`src/rtl/bin2bcd_seq.sv`:
```
// Sequential binary-to-BCD converter (shift-and-add-3), one bit per cycle.
// Start/done handshake; overflow flags values that need more than DIGITS digits.
module bin2bcd_seq #(
    parameter int BIN_W  = 16,
    parameter int DIGITS = 5
) (
    input  logic                  clk,
    input  logic                  reset,
    input  logic                  start,
    input  logic [BIN_W-1:0]      bin,
    output logic                  ready,
    output logic                  busy,
    output logic                  done,
    output logic [4*DIGITS-1:0]   bcd,
    output logic                  overflow
);

    localparam int CW = $clog2(BIN_W + 1);

    typedef enum logic [1:0] {S_IDLE, S_SHIFT, S_DONE} state_t;

    state_t               state, state_nxt;
    logic [BIN_W-1:0]     bin_work;
    logic [4*DIGITS-1:0]  bcd_work;
    logic [4*DIGITS-1:0]  adj;
    logic [4*DIGITS-1:0]  bcd_shift;
    logic                 ovf_work;
    logic                 ovf_nxt;
    logic [CW-1:0]        cnt;
    logic                 last_iter;

    assign last_iter = (cnt == CW'(BIN_W - 1));

    // add-3 correction on every digit, then one left shift of the whole chain
    always_comb begin
        adj = bcd_work;
        for (int d = 0; d < DIGITS; d++) begin
            if (adj[4*d +: 4] >= 4'd5)
                adj[4*d +: 4] = adj[4*d +: 4] + 4'd3;
        end
    end

    assign bcd_shift = {adj[4*DIGITS-2:0], bin_work[BIN_W-1]};
    assign ovf_nxt   = ovf_work | adj[4*DIGITS-1];

    always_ff @(posedge clk) begin
        if (reset) state <= S_IDLE;
        else       state <= state_nxt;
    end

    always_comb begin
        state_nxt = state;
        case (state)
            S_IDLE:  if (start) state_nxt = S_SHIFT;
            S_SHIFT: if (last_iter) state_nxt = S_DONE;
            S_DONE:  state_nxt = S_IDLE;
            default: state_nxt = S_IDLE;
        endcase
    end

    always_comb begin
        ready = (state == S_IDLE);
        busy  = (state == S_SHIFT);
    end

    always_ff @(posedge clk) begin
        if (reset) begin
            bin_work <= '0;
            bcd_work <= '0;
            ovf_work <= 1'b0;
            cnt      <= '0;
            bcd      <= '0;
            overflow <= 1'b0;
            done     <= 1'b0;
        end else begin
            done <= 1'b0;
            case (state)
                S_IDLE: begin
                    if (start) begin
                        bin_work <= bin;
                        bcd_work <= '0;
                        ovf_work <= 1'b0;
                        cnt      <= '0;
                    end
                end
                S_SHIFT: begin
                    bcd_work <= bcd_shift;
                    bin_work <= bin_work << 1;
                    ovf_work <= ovf_nxt;
                    cnt      <= cnt + 1'b1;
                    if (last_iter) begin
                        bcd      <= bcd_shift;
                        overflow <= ovf_nxt;
                        done     <= 1'b1;
                    end
                end
                default: ;
            endcase
        end
    end

endmodule

```
`config.mk`:
```
export PLATFORM = sky130hd
export DESIGN_NAME = bin2bcd_seq
export DESIGN_NICKNAME = d
export VERILOG_FILES = /design/src/rtl/bin2bcd_seq.sv
export SDC_FILE = /design/constraint.sdc
export NUM_CORES = 1
export LEC_CHECK = 0
export CORE_AREA = 2 2 107 109
export DETAILED_ROUTE_END_ITERATION = 10
export DIE_AREA = 0 0 109 111
export GPL_ROUTABILITY_DRIVEN = 1
export GPL_TIMING_DRIVEN = 1
export PLACE_DENSITY_LB_ADDON = 0.2
export SLEW_MARGIN = 0
export SYNTH_ARGS = -nofsm -noshare
export SYNTH_HDL_FRONTEND = slang
export SYNTH_SLANG_ARGS = --single-unit
```
`constraint.sdc`:
```
create_clock -name clk -period 1.6 [get_ports clk]
set_input_delay 0.32 -clock clk [delete_from_list [all_inputs] [get_ports clk]]
set_output_delay 0.32 -clock clk [all_outputs]
set_load 0.03 [all_outputs]
```
==> impl_metrics.json, run 1 <==
{
  "crit_family": "buffers and inverters",
  "netlist-cell-type-count": 40,
  "final_area_mm2": 0.00436,
  "antenna_left": 0,
  "synthFlopType": "dfxtp_1",
  "yosys.area.top_type": "dfxtp_1",
  "worst_hold_slack_after_final_layout_ns": 0.328,
  "synthArstFlopShare": 0,
  "top_cells_by_area_synth": "dfxtp_1 41%, nor2_1 7.0%, a21oi_1 6.6%, ha_1 4.7%, nor3b_1 3.5%",
  "grt_most_used_layer": "met2",
  "rsz0062_at_grt": "yes",
  "via_density_per_instance": 4.82,
  "grt_first_pass_wirelength_um": 13400,
  "mappedNetlistArea_mm2": 0.00320,
  "drt_iter0_markers": 94,
  "outcome": "complete, no violations",
  "cts-root-to-sink-buffers": 2,
  "grt_max_degree": 36,
  "cp_data_required_time_ns": 1.28,
  "power_switching_uw": 927,
  "post_synth_inst_count": 381,
  "timing.critical_path.fanout_max": 20,
  "grt_antenna_before_repair": 0,
  "synth_top_area_share": 0.413,
  "cpPeakStageDelay_ns": 0.37,
  "power.density_mw_per_mm2": 949,
  "internal_power_uw": 3200,
  "syn_area_per_cell_um2": 8.40,
  "placement_rows": 39,
  "crit_path_frequent_cell": "buf_4",
  "cap_viol_max_count": 0
}
run 1: repair_timing:
action,CTS,global route
buffers inserted,0,0
cloned,0,1
pin swaps,2,1
gates resized,37,14
endpoints found under the setup margin,29,25
run 1: metrics by stage:
stage                     setup slack (ns)  power [uW]  utilization
final                               0.0538        4130        0.393
after global routing               -0.0184        4290        0.393
after CTS                          0.00711        4180        0.388
after detailed placement            -0.180        2060        0.357
after global placement             -0.0933        2060        0.357
after floorplan                     0.0176        1930            -
run 1: worst reg2reg max path, delay by kind of cell, from the launching register on:
kind / cells / cell delay [ns]
and+or+nand+nor: 4 / 0.84
DFF: 1 / 0.33
adders and majority gates: 2 / 0.32
run 1: power by group through the flow:
stage / sequential (uW) / clock, uW / combinational (uW)
after detailed placement: 1750 / 0 / 314
after global routing: 1720 / 2230 / 346
after CTS: 1710 / 2160 / 314
after global placement: 1750 / 0 / 310
after floorplan: 1740 / 0 / 186
final: 1720 / 2100 / 311
run 1: cells in the final DEF, fill, tap and decap left out, types with 9 or more instances in the layout:
cell type and n:
dfxtp_1 61, nor2_1 60, a21oi_1 41, buf_4 35
dlygate4sd2_1 22, inv_1 20, o21ai_0 19, clkdlybuf4s50_1 17
nor3b_1 13, nand2_1 10, nor3_1 10, a21o_1 10
ha_1 10, clkbuf_16 10, a211oi_1 9
run 1: area by class of cell:
type	count	area, um2	share of cell area
Multi-Input combinational cell	266	1740	0.399
Sequential cell	66	1330	0.305
Timing Repair Buffer	79	696	0.160
Clock buffer	13	280	0.0643
Tap cell	143	179	0.0411
Inverter	23	88.8	0.0204
Clock inverter	3	45.0	0.0103
run 1: metal layers:
layer,share of wire,vias up
met1,0.50,1330
met4,0.0076,0
met2,0.44,59
met3,0.049,4
li1,-,1467
met5,0,-
run 1: logic make-up (layout without fill, tap and decap cells):
logic type,after synthesis,in the layout,share of synthesized area
AOI/OAI and AO/OA,114,114,0.235
xor gates and xnor gates,5,5,0.0137
adders and majority gates,12,12,0.0469
buffers and inverters,49,118,0.0704
DFF,66,66,0.413
muxes,5,5,0.0160
and+or+nand+nor,130,130,0.205
run 1: flip-flops by register name, indices dropped and copies added, names as in the netlist:
name      count
done          1
state         2
bcd_work     20
cnt           5
bcd          20
ovf_work      1
overflow      1
bin_work     16
run 1: final timing paths:
check | end | startpoint | cells after the start | slack (ns)
hold reg to reg | bcd[18]$_SDFFE_PP0P_ | bcd[18]$_SDFFE_PP0P_ | 2 | 0.45
setup / recovery | ready | state[0]$_SDFFE_PP0P_ | 3 | 0.05
hold / removal | bcd_work[3]$_SDFFE_PP0P_ | reset | 2 | 0.33
setup reg to reg | bcd[17]$_SDFFE_PP0P_ | cnt[0]$_SDFFE_PP0P_ | 6 | 0.06
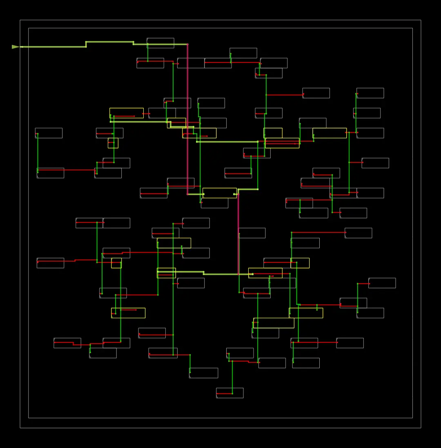
Run 1: clock wiring as the flow saved it
clock network power: 2100 uW
Setup Skew: 0.00554 ns
total CTS buffers: 9

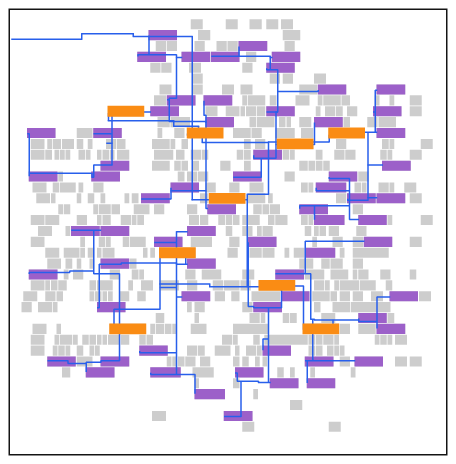
Run 1: routed clock nets over the placement
Drawn at 4 px/um.
[blue] clock wires | length: 995 um
[orange] cells driving clock nets | count: 9
[purple] flip-flops | count: 66
routed clock nets	10
insertion delay to the later sink of the worst-skew pair: 0.33 ns
share of total power in the clock network: 0.509

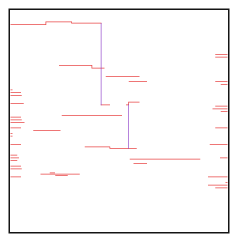
Run 1: wiring by layer
Drawn at 2 px/um. Two of the layers only.
colour	layer	wire length
purple	met4	62.6 um
red	met3	397 um
routed length per placed instance: 13.7 um
via count: 2860
aggregate routed wire length: 8140 um
overall global routing resource usage: 0.141

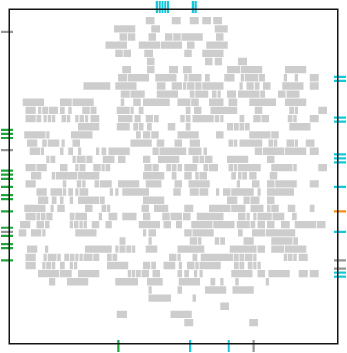
Run 1: pin map
Drawn at 3 px/um. Pins as bars across the die edge, other pins in grey.
colour	port	pins	direction	edge
green	bin	16	input	15 left, 1 bottom
orange	reset	1	input	right
cyan	bcd	20	output	11 right, 7 top, 2 bottom
number of buffer cells added on primary ports: 42
Die Span Y: 111 um
horizontal die dimension: 109 um

==> run 2, diff against run 1 <==
--- a/config.mk
+++ b/config.mk
@@ -5,9 +5,10 @@
 export SDC_FILE = /design/constraint.sdc
 export NUM_CORES = 1
 export LEC_CHECK = 0
-export CORE_AREA = 2 2 107 109
+export CAP_MARGIN = 20
+export CORE_AREA = 2 2 84 86
 export DETAILED_ROUTE_END_ITERATION = 10
-export DIE_AREA = 0 0 109 111
+export DIE_AREA = 0 0 86 88
 export GPL_ROUTABILITY_DRIVEN = 1
 export GPL_TIMING_DRIVEN = 1
 export PLACE_DENSITY_LB_ADDON = 0.2
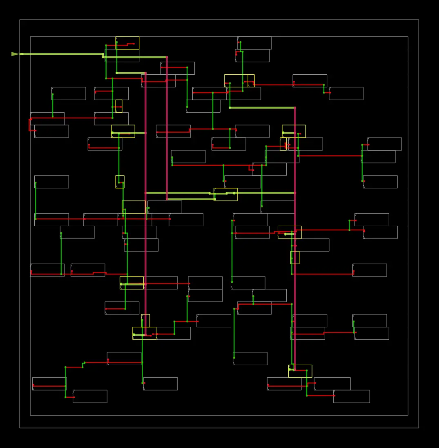
Run 2: clock wiring as the flow saved it
insertion delay to the later sink of the worst-skew pair: 0.35 ns
Setup Skew: 0.00612 ns

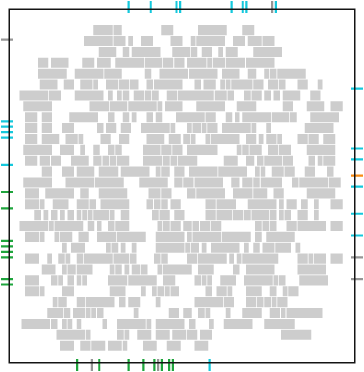
Run 2: pin map
Drawn at 4 px/um. Pins as bars across the die edge, other pins in grey.
Die Span Y: 88 um
horizontal die dimension: 86 um

==> impl_metrics.json, run 2 <==
{
  "syn_area_per_cell_um2": 8.40,
  "routedWlPerCell_um": 14.5,
  "internal_power_uw": 2430,
  "post_synth_inst_count": 381,
  "rsz0062_at_grt": "yes",
  "cts_inserted_buffers": 9,
  "synthFlopType": "dfxtp_1",
  "synthArstFlopShare": 0,
  "grt_first_pass_wirelength_um": 12300,
  "final_core_utilization": 0.625,
  "placement_rows": 30,
  "power_switching_uw": 828,
  "grt_antenna_before_repair": 0,
  "r2r.worst_path.cells": 6,
  "grt_max_degree": 36,
  "synth_top_area_share": 0.413,
  "yosys.area.top_type": "dfxtp_1",
  "top_post_synthesis_cells_by_count": "66 x dfxtp_1, 60 x nor2_1, 42 x a21oi_1, 22 x inv_1, 19 x o21ai_0",
  "via_density_per_instance": 5.53,
  "outcome": "complete, no violations",
  "cap_viol_max_count": 0,
  "top_cells_by_area_synth": "dfxtp_1 41%, nor2_1 7.0%, a21oi_1 6.6%, ha_1 4.7%, nor3b_1 3.5%",
  "cts-root-to-sink-buffers": 2,
  "detailroute.via_count": 2905,
  "layout.cells.most_common_list": "63 x dfxtp_1, 59 x nor2_1, 41 x a21oi_1",
  "mappedNetlistArea_mm2": 0.00320,
  "grt_util_all_layers": 0.209,
  "cpPeakStageDelay_ns": 0.41,
  "final_area_mm2": 0.00415,
  "gpl.final_weighted_congestion": 0.845,
  "power.clock.fraction": 0.377,
  "layout_top_registers": "bcd (20), bcd_work (20), bin_work (16)",
  "timing.critical_path.fanout_max": 5,
  "cp_data_required_time_ns": 1.89,
  "drt_iter0_markers": 136,
  "layout.cells.most_common": "dfxtp_1"
}
-- run 2: cell types whose count changed in the layout (fill, tap and decap cells not counted), moves of 3 or more --
cell / before / now
buf_4: 35 / 26
clkbuf_16: 10 / 1
clkbuf_8: 4 / 10
buf_12: 1 / 4
clkbuf_1: 0 / 3
clkinv_2: 0 / 3
nor3b_1: 13 / 10
nor3b_2: 2 / 5
-- run 2: worst paths after layout --
| kind | slack (ns) | from | end |
|---|---|---|---|
| setup / recovery | 0.04 | bcd_work[16]$_SDFFE_PP0P_ | bcd[17]$_SDFFE_PP0P_ |
| hold / removal | 0.32 | reset | bcd[16]$_SDFFE_PP0P_ |
| setup reg to reg | 0.04 | bcd_work[16]$_SDFFE_PP0P_ | bcd[17]$_SDFFE_PP0P_ |
| hold reg to reg | 0.45 | bcd[18]$_SDFFE_PP0P_ | bcd[18]$_SDFFE_PP0P_ |
-- run 2: final cells by class --
cell class | instances | area [um2]
fill | 593 | 2490
multi-input combinational | 266 | 1770
sequential | 66 | 1330
timing repair buffer | 74 | 701
clock buffer | 13 | 149
tap | 80 | 100
inverter | 23 | 88.8
clock inverter | 3 | 15.0
-- run 2: worst max-delay path, delay by kind of cell (launching register included) --
kind                     cells  cell delay [ns]
AND-OR/OR-AND                1             0.24
adder cells (fa/ha/maj)      1             0.22
buffers and inverters        1             0.06
flip-flops                   1             0.33
AND/OR/NAND/NOR              3             0.66
-- run 2: kinds of logic after synthesis --
kind of cell / Yosys count / share of synthesized area
compound gates: 114 / 0.235
simple gates: 130 / 0.205
xor+xnor: 5 / 0.0137
fa+ha+maj: 12 / 0.0469
mux: 5 / 0.0160
flops: 66 / 0.413
buf+inv: 49 / 0.0704
-- run 2: power groups by stage --
stage          clock network, uW  registers, uW  logic (uW)
3_3_place_gp                   0           1750         306
2_1_floorplan                  0           1740         186
6_report                    1230           1710         318
3_5_place_dp                   0           1750         313
4_1_cts                     1250           1710         313
5_1_grt                     1330           1720         351
-- run 2: routing by layer --
metal	global-route usage	up-vias	part of all wire
met5	0	-	0
met4	0.0880	0	0.030
met3	0.0518	18	0.042
met2	0.345	58	0.46
met1	0.262	1366	0.47
li1	-	1463	-
-- run 2: what timing repair did --
item | 4_1_cts | 5_1_grt
hold buffers | 0 | 0
gates cloned | 0 | 1
gates resized | 26 | 27
endpoints found under the setup margin | 38 | 26
buffers inserted | 0 | 0
pin swaps | 0 | 3
-- run 2: stage by stage --
stage | std cells | hold WS (ns) | setup WS [ns] | power, uW | setup TNS (ns)
finish | 525 | 0.319 | 0.0367 | 3260 | 0
global placement | 508 | 0.443 | -0.0499 | 2050 | -0.842
global route | 525 | 0.347 | -0.0206 | 3390 | -0.0460
floorplan | 381 | 0.441 | 0.0176 | 1930 | 0
CTS | 524 | 0.315 | 0.0103 | 3270 | 0
detailed placement | 508 | 0.447 | -0.225 | 2060 | -1.72
==> run 3, diff against run 2 <==
--- a/config.mk
+++ b/config.mk
@@ -6,9 +6,9 @@
 export NUM_CORES = 1
 export LEC_CHECK = 0
 export CAP_MARGIN = 20
-export CORE_AREA = 2 2 84 86
+export CORE_AREA = 2 2 77 79
 export DETAILED_ROUTE_END_ITERATION = 10
-export DIE_AREA = 0 0 86 88
+export DIE_AREA = 0 0 79 81
 export GPL_ROUTABILITY_DRIVEN = 1
 export GPL_TIMING_DRIVEN = 1
 export PLACE_DENSITY_LB_ADDON = 0.2
==> constraint.sdc (replaced) <==
create_clock -name clk -period 1.8 [get_ports clk]
set_input_delay 0.36 -clock clk [delete_from_list [all_inputs] [get_ports clk]]
set_output_delay 0.36 -clock clk [all_outputs]
set_load 0.03 [all_outputs]
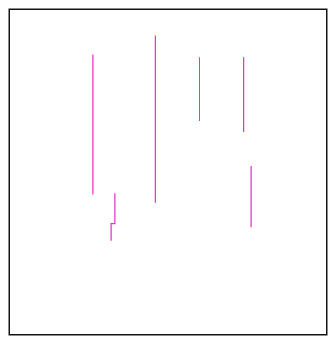
Run 3: met4 routing
Drawn at 4 px/um.
share of all routed wire	1.9%
nets with wire on the layer	5
main direction	vertical

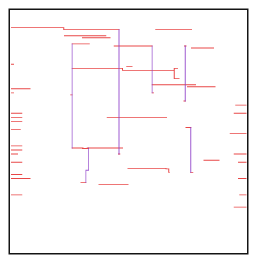
Run 3: wiring by layer
Drawn at 3 px/um. Two of the layers only.
routed length per placed instance: 14.6 um
aggregate routed wire length: 7330 um

==> impl_metrics.json, run 3 <==
{
  "cp_data_required_time_ns": 2.06,
  "chipHeight_um": 81,
  "gpl.final_weighted_congestion": 0.856,
  "combined_area_of_the_multi_input_logic_cells_mm2": 0.00166,
  "reg2reg_slack_ns": 0.08,
  "num-fill-cells": 478,
  "via_density_per_instance": 5.57,
  "cts_inserted_buffers": 9,
  "regArea_mm2": 0.00132,
  "synth_top_area_share": 0.413,
  "drt_iter0_markers": 135,
  "final_core_utilization": 0.694,
  "outcome": "complete, no violations",
  "crit_start": "bcd_work[17]$_SDFFE_PP0P_",
  "cts_hold_buf": 0,
  "tns_ns": 0,
  "grt_antenna_before_repair": 0,
  "top_cells_by_area_synth": "dfxtp_1 41%, nor2_1 7.0%, a21oi_1 6.6%, ha_1 4.7%, nor3b_1 3.5%",
  "placement_rows": 28,
  "reg_to_reg_endpoint": "overflow$_SDFFE_PP0P_",
  "cts-root-to-sink-buffers": 2,
  "syn_area_per_cell_um2": 8.40,
  "mappedNetlistArea_mm2": 0.00320,
  "crit_path_to": "overflow$_SDFFE_PP0P_",
  "timing.critical_path.fanout_max": 4,
  "layout_top_registers": "bcd (20), bcd_work (20), bin_work (16)",
  "detailroute.via_count": 2807
}
run 3: worst min-delay path by stage:
stage                           endpoint  slack, ns  cells after the start
2_1_floorplan   bcd_work[1]$_SDFFE_PP0P_       0.44                      2
3_3_place_gp        bcd[18]$_SDFFE_PP0P_       0.44                      2
3_5_place_dp        bcd[18]$_SDFFE_PP0P_       0.45                      2
4_1_cts        bcd_work[11]$_SDFFE_PP0P_       0.46                      2
5_1_grt              bcd[0]$_SDFFE_PP0P_       0.48                      2
6_report            bcd[18]$_SDFFE_PP0P_       0.45                      2
run 3: cells by family after synthesis:
logic type / count (synthesis) / share of synthesized area
fa+ha+maj: 12 / 0.0469
flops: 66 / 0.413
buf+inv: 49 / 0.0704
xor+xnor: 5 / 0.0137
compound gates: 114 / 0.235
mux: 5 / 0.0160
simple gates: 130 / 0.205
run 3: routing by layer:
layer	wire length, um	global-route usage	vias up
li1	-	-	1421
met2	3390	0.383	59
met3	309	0.0400	15
met4	137	0.140	0
met5	0	0	-
met1	3490	0.297	1312
run 3: final cells by class:
class,instances,area share
clock buffer,14,0.0413
clock inverter,2,0.00890
inverter,23,0.0226
multi-input combinational,266,0.422
sequential,66,0.336
tap,75,0.0238
timing repair buffer,58,0.146
run 3: stage by stage:
step	cells	power (uW)	worst slack, ns
finish	504	3030	0.0770
global route	504	3160	-0.0146
CTS	503	3040	0.0340
detailed placement	487	1810	0.000678
global placement	487	1810	0.0400
floorplan	381	1710	0.158
run 3: what timing repair did:
action / 4_1_cts / 5_1_grt
gates resized: 2 / 4
endpoints found under the setup margin: 2 / 8
cloned: 0 / 1
endpoints found under the hold margin: 0 / 0
run 3: worst max-delay path: stages (launching register included):
cell and delay (ns):
dfxtp_1 0.40, inv_1 0.11, ha_1 0.20, nor2b_1 0.16, a2111oi_1 0.43, a211oi_1 0.12
a211oi_1 0.23
run 3: report_power, final:
part,total (uW),internal [uW],switching [uW],leakage [uW]
Sequential,1520,1500,27.3,0.000536
Clock,1250,716,532,0.000101
Combinational,255,114,142,0.000897
Total,3030,2330,701,0.00153
No activity file was given, so power comes from the tool's default toggle rates.
